==> config.mk <==
export PLATFORM = sky130hd
export DESIGN_NAME = clock_set_controller
export DESIGN_NICKNAME = d
export VERILOG_FILES = /design/src/rtl/clock_set_controller.sv
export SDC_FILE = /design/constraint.sdc
export NUM_CORES = 1
export LEC_CHECK = 0
export CAP_MARGIN = 5
export CORE_ASPECT_RATIO = 0.8
export CORE_MARGIN = 2
export CORE_UTILIZATION = 44
export CTS_BUF_LIST = sky130_fd_sc_hd__clkbuf_8
export CTS_CLUSTER_DIAMETER = 80
export CTS_CLUSTER_SIZE = 14
export DETAILED_ROUTE_END_ITERATION = 10
export REMOVE_ABC_BUFFERS = 1
export SLEW_MARGIN = 30
export SYNTH_ARGS = -nofsm -noshare
export SYNTH_HDL_FRONTEND = slang
export SYNTH_SLANG_ARGS = --single-unit
==> constraint.sdc <==
create_clock -name clk -period 7.1 [get_ports clk]
set_input_delay 2.13 -clock clk [delete_from_list [all_inputs] [get_ports clk]]
set_output_delay 2.13 -clock clk [all_outputs]
set_load 0.01 [all_outputs]
==> src/rtl/clock_set_controller.sv <==
// ---------------------------------------------------------------------------
// clock_set_controller
//
// Time-keeping and time-set controller for a 7-segment MM:SS clock. It owns
// the seconds and minutes registers, steps them through RUN / SET_MIN /
// SET_SEC from debounced push-buttons, generates the 1 s count tick and
// produces per-digit blank flags so that the field being set blinks.
//
// Ports
//   clk          in   1  system clock
//   reset        in   1  asynchronous, active-high reset
//   mode_btn     in   1  raw mode button (async, active-high)
//   inc_btn      in   1  raw increment button (async, active-high)
//   clear_btn    in   1  raw clear button (async, active-high)
//   seconds      out  6  current seconds, 0..59
//   minutes      out  6  current minutes, 0..59
//   mode         out  2  00 RUN, 01 SET_MIN, 10 SET_SEC (FSM state)
//   tick_pulse   out  1  one-cycle pulse per 1 s count tick, RUN only
//   digit_blank  out  4  [3] upper min, [2] lower min, [1] upper sec,
//                        [0] lower sec; 1 = blank
//
// Button events are single-cycle strobes (no handshake). Each strobe is
// consumed in the cycle it is high; the registered effect is visible after
// the next clk edge. Simultaneous strobes resolve clear > mode > inc.
// ---------------------------------------------------------------------------

// ---------------------------------------------------------------------------
// clock_set_controller_debounce
//
// One button path: 2-FF synchronizer, level debouncer and rising-edge event.
//
// Ports
//   clk    in   1  system clock
//   reset  in   1  asynchronous, active-high reset
//   raw    in   1  raw button level, asynchronous to clk
//   press  out  1  one-cycle pulse in the cycle after the debounced level rises
// ---------------------------------------------------------------------------
module clock_set_controller_debounce #(
  parameter int CYCLES = 1_000_000
) (
  input  logic clk,
  input  logic reset,
  input  logic raw,
  output logic press
);

  localparam int CW = $clog2(CYCLES + 1);

  logic          sync1;
  logic          sync2;
  logic          level;
  logic          level_d;
  logic [CW-1:0] cnt;

  always_ff @(posedge clk or posedge reset) begin
    if (reset) begin
      sync1   <= 1'b0;
      sync2   <= 1'b0;
      level   <= 1'b0;
      level_d <= 1'b0;
      cnt     <= '0;
    end else begin
      sync1   <= raw;
      sync2   <= sync1;
      level_d <= level;
      // The counter measures how long the synchronized input has disagreed
      // with the accepted level; any agreement restarts the measurement.
      if (sync2 == level) begin
        cnt <= '0;
      end else if (cnt == CW'(CYCLES - 1)) begin
        cnt   <= '0;
        level <= ~level;
      end else begin
        cnt <= cnt + CW'(1);
      end
    end
  end

  // Rising edge of the accepted level only; a held button yields one event.
  assign press = level & ~level_d;

endmodule

module clock_set_controller #(
  parameter int DEBOUNCE_CYCLES = 1_000_000,
  parameter int TICK_DIV        = 100_000_000,
  parameter int BLINK_DIV       = 50_000_000
) (
  input  logic       clk,
  input  logic       reset,
  input  logic       mode_btn,
  input  logic       inc_btn,
  input  logic       clear_btn,
  output logic [5:0] seconds,
  output logic [5:0] minutes,
  output logic [1:0] mode,
  output logic       tick_pulse,
  output logic [3:0] digit_blank
);

  localparam int TW = (TICK_DIV  > 1) ? $clog2(TICK_DIV)  : 1;
  localparam int BW = (BLINK_DIV > 1) ? $clog2(BLINK_DIV) : 1;

  typedef enum logic [1:0] {
    RUN     = 2'b00,
    SET_MIN = 2'b01,
    SET_SEC = 2'b10
  } mode_t;

  // -------------------------------------------------------------------------
  // Button paths
  // -------------------------------------------------------------------------
  logic mode_evt;
  logic inc_evt;
  logic clear_evt;

  clock_set_controller_debounce #(.CYCLES(DEBOUNCE_CYCLES)) u_mode_db (
    .clk   (clk),
    .reset (reset),
    .raw   (mode_btn),
    .press (mode_evt)
  );

  clock_set_controller_debounce #(.CYCLES(DEBOUNCE_CYCLES)) u_inc_db (
    .clk   (clk),
    .reset (reset),
    .raw   (inc_btn),
    .press (inc_evt)
  );

  clock_set_controller_debounce #(.CYCLES(DEBOUNCE_CYCLES)) u_clear_db (
    .clk   (clk),
    .reset (reset),
    .raw   (clear_btn),
    .press (clear_evt)
  );

  // -------------------------------------------------------------------------
  // Mode FSM
  // -------------------------------------------------------------------------
  mode_t state;
  mode_t state_next;

  always_ff @(posedge clk or posedge reset) begin
    if (reset) begin
      state <= RUN;
    end else begin
      state <= state_next;
    end
  end

  // A clear in the same cycle does not block the mode advance.
  always_comb begin
    state_next = state;
    if (mode_evt) begin
      case (state)
        RUN:     state_next = SET_MIN;
        SET_MIN: state_next = SET_SEC;
        SET_SEC: state_next = RUN;
        default: state_next = RUN;
      endcase
    end
  end

  assign mode = state;

  // -------------------------------------------------------------------------
  // Datapath: time registers, tick generator, blink generator
  // -------------------------------------------------------------------------
  logic [TW-1:0] tick_cnt;
  logic [TW-1:0] tick_cnt_next;
  logic          tick_pulse_next;
  logic [BW-1:0] blink_cnt;
  logic [BW-1:0] blink_cnt_next;
  logic          blink_phase;
  logic          blink_phase_next;
  logic [5:0]    seconds_next;
  logic [5:0]    minutes_next;
  logic [3:0]    digit_blank_next;
  logic          mode_change;
  logic          inc_ok;

  assign mode_change = (state_next != state);
  // inc only acts when no higher-priority event shares its cycle.
  assign inc_ok      = inc_evt & ~clear_evt & ~mode_evt;

  // Seconds / minutes
  always_comb begin
    seconds_next = seconds;
    minutes_next = minutes;
    if (clear_evt) begin
      seconds_next = 6'd0;
      minutes_next = 6'd0;
    end else if ((state == RUN) && tick_pulse) begin
      // tick_pulse marks the last cycle of a second; the carry lands on the
      // edge that ends that cycle.
      if (seconds == 6'd59) begin
        seconds_next = 6'd0;
        minutes_next = (minutes == 6'd59) ? 6'd0 : minutes + 6'd1;
      end else begin
        seconds_next = seconds + 6'd1;
      end
    end else if (inc_ok && (state == SET_MIN)) begin
      minutes_next = (minutes == 6'd59) ? 6'd0 : minutes + 6'd1;
    end else if (inc_ok && (state == SET_SEC)) begin
      seconds_next = (seconds == 6'd59) ? 6'd0 : seconds + 6'd1;
    end
  end

  // Tick generator. The count only runs while staying in RUN, so entry to
  // RUN starts from 0 and the first tick lands a full TICK_DIV later.
  always_comb begin
    tick_cnt_next = '0;
    if (!clear_evt && (state == RUN) && (state_next == RUN)) begin
      if (tick_cnt == TW'(TICK_DIV - 1)) begin
        tick_cnt_next = '0;
      end else begin
        tick_cnt_next = tick_cnt + TW'(1);
      end
    end
    // Registered pulse: high exactly while the count sits at TICK_DIV-1.
    tick_pulse_next = (state_next == RUN) && (tick_cnt_next == TW'(TICK_DIV - 1));
  end

  // Blink generator: restarts visible (phase 1) on every mode change.
  always_comb begin
    blink_cnt_next   = '0;
    blink_phase_next = 1'b1;
    if (!mode_change && (state != RUN)) begin
      if (blink_cnt == BW'(BLINK_DIV - 1)) begin
        blink_cnt_next   = '0;
        blink_phase_next = ~blink_phase;
      end else begin
        blink_cnt_next   = blink_cnt + BW'(1);
        blink_phase_next = blink_phase;
      end
    end
  end

  // Blank flags follow the next-cycle state so they stay aligned with it.
  always_comb begin
    digit_blank_next = 4'b0000;
    if (!blink_phase_next) begin
      case (state_next)
        SET_MIN: digit_blank_next = 4'b1100;
        SET_SEC: digit_blank_next = 4'b0011;
        default: digit_blank_next = 4'b0000;
      endcase
    end
  end

  always_ff @(posedge clk or posedge reset) begin
    if (reset) begin
      seconds     <= 6'd0;
      minutes     <= 6'd0;
      tick_cnt    <= '0;
      tick_pulse  <= 1'b0;
      blink_cnt   <= '0;
      blink_phase <= 1'b1;
      digit_blank <= 4'b0000;
    end else begin
      seconds     <= seconds_next;
      minutes     <= minutes_next;
      tick_cnt    <= tick_cnt_next;
      tick_pulse  <= tick_pulse_next;
      blink_cnt   <= blink_cnt_next;
      blink_phase <= blink_phase_next;
      digit_blank <= digit_blank_next;
    end
  end

endmodule

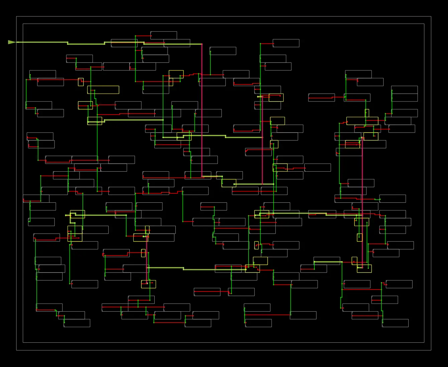
(run_1/clocks.png)
P_clk: 0.000621 W
clk_skew: 0.01120 ns

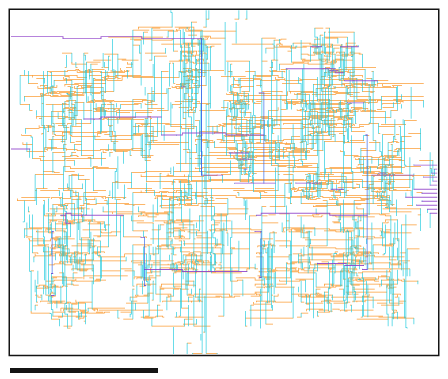
(run_1/wires.png)
Scale bar: 50 µm.
colour	layer	wire length
orange	metal 1	6780 µm
blue	metal 4	169 µm
purple	metal 3	431 µm
cyan	metal 2	6040 µm
Routed WL per cell: 13.92 µm
WL final: 13.42 mm
via count: 4989

==> summary.txt, run 1 <==
Final HPWL DP - 9.227 mm
setup TNS - 0 ns
Avg Cell Area, Syn - 9.817 µm²
drt initial violations - 234
gpl congestion - 0.8151
Setup WS pre-CTS - 3.178 ns
period utilization - 0.5197
CP max stage delay - 0.65 ns
mux share - 0.006257
die footprint - 0.01694 mm²
crit path from - minutes[4]$_DFFE_PP0P_
CP delay by family, top - buffers and inverters
Yosys reg bits - 143
commonest cells in the synthesized netlist - 142 x dfrtp_1, 137 x nor2_1, 62 x xor2_1
post-synthesis cell type count - 58
maxcap violations - 0
combinational share of cell area - 0.4183
# resized after CTS - 0
Max-Slew Margin vs Limit - 0.3733
outcome - finished, final reports clean
WHS Path Cells - 0
biggest regs - tick_cnt: 27 flops, blink_cnt: 26 flops
design area - 0.007789 mm²
dominant logic cell type in the layout - dfrtp_1
CTS tree - yes
Logic family by area - simple AND/OR/NAND/NOR gates
Top pwr grp - registers
busiest grt layer - met2
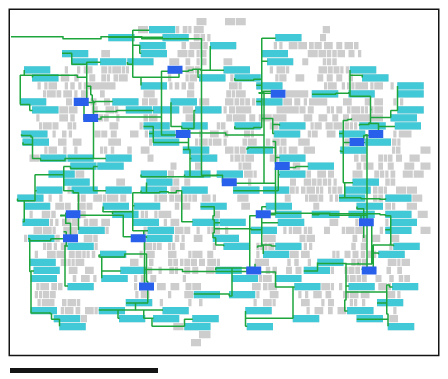
(run_1/clk_routes.png)
Scale bar: 50 µm.
[green] clock wires | length: 1820 µm
[blue] clock drivers | count: 17
[cyan] flip-flops | count: 143
routed clock nets	18
flops lie	all over the die
clock network fraction of total power: 0.420
clk latency late pin: 0.45 ns

==> run_1/flops_by_reg.png <==
Other sequential cells in the stronger grey, the rest of the logic in the fainter grey.
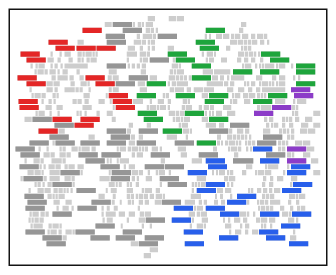

--- run 2 (diff from run 1) ---
==> constraint.sdc (replaced) <==
create_clock -name clk -period 3.3 [get_ports clk]
set_input_delay 0.99 -clock clk [delete_from_list [all_inputs] [get_ports clk]]
set_output_delay 0.99 -clock clk [all_outputs]
set_load 0.01 [all_outputs]
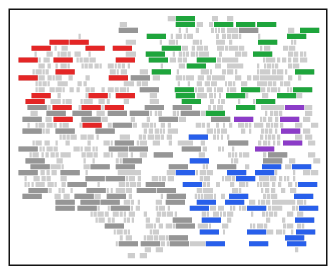
(run_2/flops_by_reg.png)
Other sequential cells in the stronger grey, the rest of the logic in the fainter grey.
colour	netlist name	flops
blue	`blink_cnt`	26
red	`u_inc_db.cnt`	20
green	`tick_cnt`	27
purple	`seconds`	6

==> summary.txt, run 2 <==
Setup WS pre-CTS - 0.7273 ns (-2.451 ns)
Die H - 116.8 µm
# resized after CTS - 0 (unchanged)
top cell category - sequential cells
DR top layer - met4
Switching Fraction - 0.2231
crit path from - tick_cnt[0]$_DFF_PP0_
gpl congestion - 0.8623 (+5.8%)
post-synthesis cell type count - 58 (unchanged)
WL final - 13.59 mm (+1.3%)
clk latency late pin - 0.45 ns (about the same)
outcome - finished, final reports clean
Routed WL per cell - 14.05 µm (+0.97%)
maxcap violations - 0 (unchanged)
number of cells in Yosys stat - 713
FF/Latch Area - 0.003580 mm²
drt initial violations - 413 (+76%)
Critical Path Sink - tick_pulse$_DFF_PP0_
bufs w/o clock - 26
P_clk - 0.00153 W (+150%)
dominant logic cell type in the layout - dfrtp_1
clk_skew - 0.01099 ns (-0.0002060 ns)
mux share - 0.006257 (unchanged)
Max-Slew Margin vs Limit - 0.4950 (+0.1217)
CTS tree - yes
design area - 0.007888 mm² (+1.3%)
Yosys warnings - 0
Area Overhead vs Synth - 12.69%
setup TNS - 0 ns (unchanged)
Basic Gates by Area - 0.2681
busiest grt layer - met2
Yosys reg bits - 143 (unchanged)
CP max stage delay - 0.56 ns (-0.09 ns)
CP delay by family, top - simple AND/OR/NAND/NOR gates
Mapped Cells - 713
combinational share of cell area - 0.4131 (-0.005242)
worst min path class - reg -> reg
clock network fraction of total power - 0.452 (+0.032)
die footprint - 0.01694 mm² (unchanged)
commonest cells in the synthesized netlist - 142 x dfrtp_1, 137 x nor2_1, 62 x xor2_1
WHS Path Cells - 0 (unchanged)
Logic family by area - simple AND/OR/NAND/NOR gates
Antenna Nets Post-Route - 0
Power figures rest on the tool's default switching activity, not on a simulated workload.
